$ cat config.mk
export PLATFORM = sky130hd
export DESIGN_NAME = bram_port_arbiter_flat
export DESIGN_NICKNAME = d
export VERILOG_FILES = /design/src/rtl/bram_port_arbiter_pkg.sv /design/src/rtl/bram_port_arbiter_if.sv /design/src/rtl/bram_port_arbiter_rr_arbiter.sv /design/src/rtl/bram_port_arbiter.sv /design/src/flat_wrapper.sv
export SDC_FILE = /design/constraint.sdc
export NUM_CORES = 1
export LEC_CHECK = 0
export ABC_AREA = 1
export CORE_AREA = 2 2 112 114
export CTS_CLUSTER_DIAMETER = 80
export DETAILED_ROUTE_END_ITERATION = 10
export DIE_AREA = 0 0 114 116
export PLACE_DENSITY = 0.88
export SETUP_SLACK_MARGIN = 0.4
export SLEW_MARGIN = 20
export SYNTH_ARGS = -nofsm -noshare
export SYNTH_HDL_FRONTEND = slang
export SYNTH_SLANG_ARGS = --single-unit
$ cat constraint.sdc
create_clock -name clk -period 5.05 [get_ports clk]
set_input_delay 0.505 -clock clk [delete_from_list [all_inputs] [get_ports clk]]
set_output_delay 0.505 -clock clk [all_outputs]
set_load 0.02 [all_outputs]
$ cat src/rtl/bram_port_arbiter_pkg.sv
// Shared types and helpers for the BRAM port arbiter: FSM state encoding and
// the modulo-increment used to advance the round-robin pointers.
package bram_arb_pkg;

  typedef enum logic [0:0] {
    INIT = 1'b0,
    RUN  = 1'b1
  } state_e;

  function automatic int unsigned rr_next(input int unsigned idx, input int unsigned n);
    return (idx + 1 >= n) ? 0 : idx + 1;
  endfunction

endpackage

$ cat src/rtl/bram_port_arbiter_if.sv
// Requester-side and BRAM-side signals of the arbiter; slave = arbiter,
// master = requesters plus the BRAM instance.
interface bram_port_arbiter_if #(
  parameter int NUM_REQ    = 4,
  parameter int DATA_WIDTH = 32,
  parameter int ADDR_W     = 8
);

  logic [NUM_REQ-1:0]            i_req_valid;
  logic [NUM_REQ-1:0]            i_req_write;
  logic [NUM_REQ*ADDR_W-1:0]     i_req_addr;
  logic [NUM_REQ*DATA_WIDTH-1:0] i_req_data;
  logic [NUM_REQ-1:0]            o_req_ready;
  logic [NUM_REQ-1:0]            o_rsp_valid;
  logic [DATA_WIDTH-1:0]         o_rsp_data;
  logic                          o_init_done;
  logic                          o_bram_write;
  logic                          o_bram_read;
  logic [ADDR_W-1:0]             o_bram_wrt_addr;
  logic [ADDR_W-1:0]             o_bram_read_addr;
  logic [DATA_WIDTH-1:0]         o_bram_data;
  logic [DATA_WIDTH-1:0]         i_bram_data;

  modport slave (
    input  i_req_valid, i_req_write, i_req_addr, i_req_data, i_bram_data,
    output o_req_ready, o_rsp_valid, o_rsp_data, o_init_done,
           o_bram_write, o_bram_read, o_bram_wrt_addr, o_bram_read_addr, o_bram_data
  );

  modport master (
    output i_req_valid, i_req_write, i_req_addr, i_req_data, i_bram_data,
    input  o_req_ready, o_rsp_valid, o_rsp_data, o_init_done,
           o_bram_write, o_bram_read, o_bram_wrt_addr, o_bram_read_addr, o_bram_data
  );

endinterface

$ cat src/rtl/bram_port_arbiter_rr_arbiter.sv
// Round-robin picker: first requester at or after ptr (wrapping) wins.
// Purely combinational; the caller owns the pointer register.
module rr_arbiter #(
  parameter  int NUM_REQ = 4,
  localparam int ID_W    = $clog2(NUM_REQ)
) (
  input  logic [NUM_REQ-1:0] req,
  input  logic [ID_W-1:0]    ptr,
  output logic [NUM_REQ-1:0] grant,
  output logic [ID_W-1:0]    winner,
  output logic               found
);

  int              idx;
  logic [ID_W-1:0] sel;

  always_comb begin
    grant  = '0;
    winner = '0;
    found  = 1'b0;
    idx    = 0;
    sel    = '0;
    for (int i = 0; i < NUM_REQ; i++) begin
      idx = int'(ptr) + i;
      if (idx >= NUM_REQ) idx = idx - NUM_REQ;
      sel = ID_W'(idx);
      if (!found && req[sel]) begin
        found      = 1'b1;
        winner     = sel;
        grant[sel] = 1'b1;
      end
    end
  end

endmodule

$ cat src/rtl/bram_port_arbiter.sv
// Shares one simple-dual-port BRAM between NUM_REQ requesters: zero-fills the
// RAM after reset, then round-robins the write and read ports independently.
module bram_port_arbiter
  import bram_arb_pkg::*;
#(
  parameter int NUM_REQ      = 4,
  parameter int DATA_WIDTH   = 32,
  parameter int RAM_DEPTH    = 256,
  parameter int READ_LATENCY = 1
) (
  input  logic                clk,
  input  logic                rst,
  bram_port_arbiter_if.slave  bus
);

  localparam int ADDR_W = $clog2(RAM_DEPTH);
  localparam int ID_W   = $clog2(NUM_REQ);

  state_e                  state;
  logic [ADDR_W-1:0]       init_cnt;
  logic                    init_done_q;
  logic [ID_W-1:0]         wptr, rptr, wwin, rwin;
  logic [NUM_REQ-1:0]      wcand, rcand, wgnt_raw, rgnt_raw;
  logic                    wany, rany, live, collide, wr_go, rd_go, init_wr;
  logic [ADDR_W-1:0]       req_addr [NUM_REQ];
  logic [DATA_WIDTH-1:0]   req_data [NUM_REQ];
  logic                    rsp_vld_p [READ_LATENCY];
  logic [ID_W-1:0]         rsp_id_p  [READ_LATENCY];

  for (genvar k = 0; k < NUM_REQ; k++) begin : g_unpack
    assign req_addr[k] = bus.i_req_addr[k*ADDR_W +: ADDR_W];
    assign req_data[k] = bus.i_req_data[k*DATA_WIDTH +: DATA_WIDTH];
  end

  // FSM: INIT walks every address once, then RUN until the next reset
  always_ff @(posedge clk) begin
    if (rst) begin
      state       <= INIT;
      init_cnt    <= '0;
      init_done_q <= 1'b0;
    end else begin
      case (state)
        INIT: begin
          init_cnt <= init_cnt + 1'b1;
          if (init_cnt == ADDR_W'(RAM_DEPTH - 1)) begin
            state       <= RUN;
            init_done_q <= 1'b1;
          end
        end
        RUN:     init_done_q <= 1'b1;
        default: state <= INIT;
      endcase
    end
  end

  assign wcand = bus.i_req_valid &  bus.i_req_write;
  assign rcand = bus.i_req_valid & ~bus.i_req_write;

  rr_arbiter #(.NUM_REQ(NUM_REQ)) u_warb (
    .req(wcand), .ptr(wptr), .grant(wgnt_raw), .winner(wwin), .found(wany)
  );

  rr_arbiter #(.NUM_REQ(NUM_REQ)) u_rarb (
    .req(rcand), .ptr(rptr), .grant(rgnt_raw), .winner(rwin), .found(rany)
  );

  // Outputs are also masked while rst is high so nothing leaks in the reset cycle
  assign live    = init_done_q && !rst;
  assign init_wr = (state == INIT) && !rst;
  // A same-address read yields to the write and retries, so it observes the new data
  assign collide = wany && rany && (req_addr[wwin] == req_addr[rwin]);
  assign wr_go   = live && wany;
  assign rd_go   = live && rany && !collide;

  assign bus.o_req_ready      = (wr_go ? wgnt_raw : '0) | (rd_go ? rgnt_raw : '0);
  assign bus.o_bram_write     = init_wr || wr_go;
  assign bus.o_bram_wrt_addr  = (state == INIT) ? init_cnt : req_addr[wwin];
  assign bus.o_bram_data      = (state == INIT) ? '0 : req_data[wwin];
  assign bus.o_bram_read      = rd_go;
  assign bus.o_bram_read_addr = req_addr[rwin];
  assign bus.o_init_done      = init_done_q;

  always_ff @(posedge clk) begin
    if (rst) begin
      wptr <= '0;
      rptr <= '0;
    end else begin
      if (wr_go) wptr <= ID_W'(rr_next(32'(wwin), NUM_REQ));
      if (rd_go) rptr <= ID_W'(rr_next(32'(rwin), NUM_REQ));
    end
  end

  // Tag pipeline p0..p(READ_LATENCY-1): valid is flushed on reset, id is not
  always_ff @(posedge clk) begin
    if (rst) begin
      for (int i = 0; i < READ_LATENCY; i++) rsp_vld_p[i] <= 1'b0;
    end else begin
      rsp_vld_p[0] <= rd_go;
      for (int i = 1; i < READ_LATENCY; i++) rsp_vld_p[i] <= rsp_vld_p[i-1];
    end
  end

  always_ff @(posedge clk) begin
    rsp_id_p[0] <= rwin;
    for (int i = 1; i < READ_LATENCY; i++) rsp_id_p[i] <= rsp_id_p[i-1];
  end

  always_comb begin
    bus.o_rsp_valid = '0;
    if (rsp_vld_p[READ_LATENCY-1] && !rst) bus.o_rsp_valid[rsp_id_p[READ_LATENCY-1]] = 1'b1;
  end

  assign bus.o_rsp_data = bus.i_bram_data;

endmodule

$ cat src/flat_wrapper.sv
// flat-port wrapper written by rule: the top's interface ports become plain ports
module bram_port_arbiter_flat import bram_arb_pkg::*;
#(
  parameter int NUM_REQ      = 4,
  parameter int DATA_WIDTH   = 32,
  parameter int RAM_DEPTH    = 256,
  parameter int READ_LATENCY = 1
)
  (clk, rst, bus_i_req_valid, bus_i_req_write, bus_i_req_addr, bus_i_req_data, bus_i_bram_data, bus_o_req_ready, bus_o_rsp_valid, bus_o_rsp_data, bus_o_init_done, bus_o_bram_write, bus_o_bram_read, bus_o_bram_wrt_addr, bus_o_bram_read_addr, bus_o_bram_data);
  bram_port_arbiter_if #(.NUM_REQ(NUM_REQ), .DATA_WIDTH(DATA_WIDTH), .ADDR_W((8))) bus_i ();
  input  logic clk;
  input  logic rst;
  input wire logic [$bits(bus_i.i_req_valid)-1:0] bus_i_req_valid;
  input wire logic [$bits(bus_i.i_req_write)-1:0] bus_i_req_write;
  input wire logic [$bits(bus_i.i_req_addr)-1:0] bus_i_req_addr;
  input wire logic [$bits(bus_i.i_req_data)-1:0] bus_i_req_data;
  input wire logic [$bits(bus_i.i_bram_data)-1:0] bus_i_bram_data;
  output wire logic [$bits(bus_i.o_req_ready)-1:0] bus_o_req_ready;
  output wire logic [$bits(bus_i.o_rsp_valid)-1:0] bus_o_rsp_valid;
  output wire logic [$bits(bus_i.o_rsp_data)-1:0] bus_o_rsp_data;
  output wire logic [$bits(bus_i.o_init_done)-1:0] bus_o_init_done;
  output wire logic [$bits(bus_i.o_bram_write)-1:0] bus_o_bram_write;
  output wire logic [$bits(bus_i.o_bram_read)-1:0] bus_o_bram_read;
  output wire logic [$bits(bus_i.o_bram_wrt_addr)-1:0] bus_o_bram_wrt_addr;
  output wire logic [$bits(bus_i.o_bram_read_addr)-1:0] bus_o_bram_read_addr;
  output wire logic [$bits(bus_i.o_bram_data)-1:0] bus_o_bram_data;
  assign bus_i.i_req_valid = bus_i_req_valid;
  assign bus_i.i_req_write = bus_i_req_write;
  assign bus_i.i_req_addr = bus_i_req_addr;
  assign bus_i.i_req_data = bus_i_req_data;
  assign bus_i.i_bram_data = bus_i_bram_data;
  assign bus_o_req_ready = bus_i.o_req_ready;
  assign bus_o_rsp_valid = bus_i.o_rsp_valid;
  assign bus_o_rsp_data = bus_i.o_rsp_data;
  assign bus_o_init_done = bus_i.o_init_done;
  assign bus_o_bram_write = bus_i.o_bram_write;
  assign bus_o_bram_read = bus_i.o_bram_read;
  assign bus_o_bram_wrt_addr = bus_i.o_bram_wrt_addr;
  assign bus_o_bram_read_addr = bus_i.o_bram_read_addr;
  assign bus_o_bram_data = bus_i.o_bram_data;
  bram_port_arbiter #(.NUM_REQ(NUM_REQ), .DATA_WIDTH(DATA_WIDTH), .RAM_DEPTH(RAM_DEPTH), .READ_LATENCY(READ_LATENCY)) u_core (.clk(clk), .rst(rst), .bus(bus_i));
endmodule
==> images/layer_met1.png <==
Supply wires on this layer in grey.
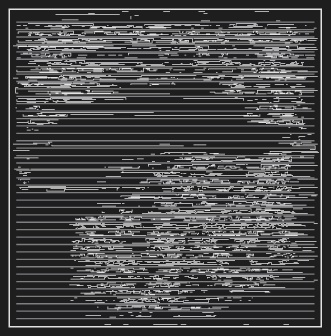
nets with wire on the layer	964
share of all routed wire	43%
wire length on this layer	7,270 µm

==> job_summary.md <==
### Yosys + OpenROAD results

| Metric | Value |
|---|---|
| Outcome | `finished clean` |
| Flops after synth | `17` |
| Non-clock inverter count | `77` |
| Vias in the first global route | `4,674` |
| Most used cell, CP | `nand2_1` |
| Comb power frac | `64.4%` |
| Logic Gate Count | `554` |
| I/O pin cnt | `293` |
| Clk pwr share | `18.7%` |
| Reg2reg setup slack | `1.92 ns` |
| TAP cells | `147` |
| Sequential cell area share | `5.44%` |
| Max-Cap Viols | `0` |
| DR vias | `5,488` |
| RD Place Congestion | `0.925` |
| Initial Util | `34.4%` |
| Initial antenna violation count | `1` |
| Die Ht | `116 µm` |
| Area delta synth->final | `54.9%` |
| FMAX | `227 MHz` |
| PwrDens | `132 nW/µm²` |
| GRT Util Overall | `22.7%` |
| Wl on met1 | `7270 µm` |
| Fillers | `1,152` |
| Yosys cell count | `714` |
| Row count | `40` |
| RSZ-0062 raised after global routing | `no` |
| P_sw | `0.341 mW` |
| Arrival @ worst endpoint | `3.90 ns` |
| Rel. slew slack | `67.6%` |
| Multi-input gate area | `3050 µm²` |
| Comb/total area | `48.1%` |
| Setup Skew | `0.00336 ns` |
| Hold crit path type | `reg -> reg` |
| WS Path Type | `in -> out` |
| Buffers, non-clock | `240` |
| WP buf/inv | `5` |
| Internal cell power | `0.498 mW` |
| CP Launch Type | `input port` |
| Final HPWL DP | `13,100 µm` |
==> images/layer_met2.png <==
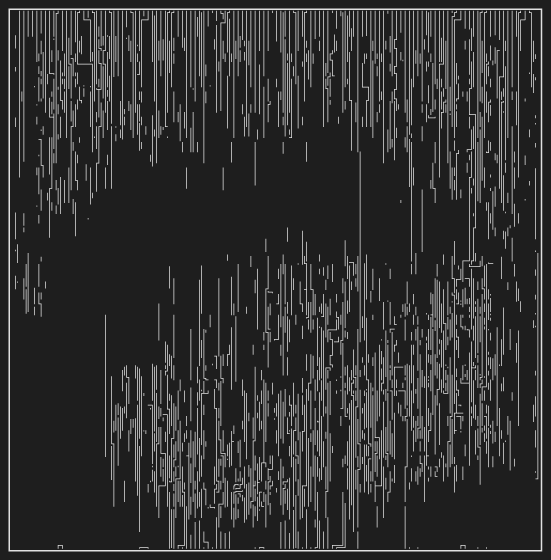
nets with wire on the layer	856
share of all routed wire	45%
wire length on this layer	7,560 µm
main direction	vertical

[worst register-to-register path, cell delays in order (launching register included)]
cell and delay (ns):
dfxtp_4 0.41, clkinvlp_4 0.15, ha_2 0.41, inv_1 0.09
nand3_2 0.11, nand2_4 0.07, nand2_4 0.08, inv_6 0.04
nand2_2 0.09, nand3_4 0.22, nand2_8 0.20, inv_2 0.11
nand2_1 0.09, nand3_1 0.07, nand2_1 0.11, inv_2 0.06
nand2_1 0.05, nand2_1 0.06, nor2_1 0.18, nand3_2 0.18
a21oi_1 0.18, nor2_1 0.06
[cells in the mapped netlist (all sizes together) (8+ instances only)]
cell	number	area, µm²
o21a	32	240
dfxtp	17	340
inv	76	293
nand2	155	676
nand4	14	103
a21oi	48	252
nor3	8	40.0
clkbuf	16	60.1
buf	51	372
o21ai	87	435
nor2	84	335
ha	16	200
nand3	83	543
[cells by family after synthesis]
| family | after synthesis | share of synthesized area, % |
|---|---|---|
| and+or+nand+nor | 349 | 42.3 |
| xor gates and xnor gates | 2 | 0.428 |
| DFF | 17 | 8.31 |
| AOI/OAI and AO/OA | 186 | 26.3 |
| buffers and inverters | 144 | 17.8 |
| adders and majority gates | 16 | 4.89 |
[path summary, 6_finish.rpt]
check        depth (start not counted)            endpoint               start
max                                 22  bus_o_req_ready[0]  bus_i_req_write[1]
min                                  2  u_core.init_cnt[7]  u_core.init_cnt[7]
max reg2reg                         21      u_core.rptr[0]      u_core.rptr[1]
min reg2reg                          2  u_core.init_cnt[7]  u_core.init_cnt[7]
[registers in the layout, summed over array words and instances (netlist names)]
| signal | count |
|---|---|
| u_core.bus.o_init_done | 1 |
| u_core.wptr | 2 |
| u_core.rsp_vld_p | 1 |
| u_core.state | 1 |
| u_core.rptr | 2 |
| u_core.rsp_id_p | 2 |
| u_core.init_cnt | 8 |
[through the flow]
stage	cells	hold slack [ns]	power, mW	setup slack (ns)	util (%)
floorplan	714	0.452	0.486	1.57	-
global placement	1029	0.473	0.663	0.610	52.0
detailed placement	1029	0.482	0.668	0.553	52.0
CTS	1033	0.492	0.830	0.404	52.7
global route	1039	0.522	0.898	0.453	53.2
finish	1039	0.500	0.839	0.643	53.2
[what timing repair did]
action / 4_1_cts / 5_1_grt
resized: 1 / 8
buffers inserted: 0 / 5
endpoints found under the setup margin: 1 / 37
cloned: 0 / 1
pin swaps: 0 / 1
[power by group through the flow]
stage	clock network (mW)	logic (mW)	registers [mW]
floorplan	0	0.343	0.144
global placement	0	0.518	0.145
detailed placement	0	0.523	0.145
CTS	0.162	0.527	0.142
global route	0.168	0.587	0.142
finish	0.157	0.540	0.142
[cell usage in the layout, fill, tap and decap left out, types with 13 or more instances in the layout]
master	instances
dfxtp_1	15
nor2_1	80
nand3_1	65
nand3_2	14
nand4_1	13
o21ai_0	85
o21a_1	32
a21oi_1	47
inv_1	62
ha_1	15
clkdlybuf4s50_1	228
nand2_1	137
[metal layers]
metal  vias up  track usage (%)
li1       2720                -
met1      2449             32.1
met2       270             34.4
met3        47             5.39
met4         2             6.26
met5         -                0
Power figures rest on the tool's default switching activity, not on a simulated workload.
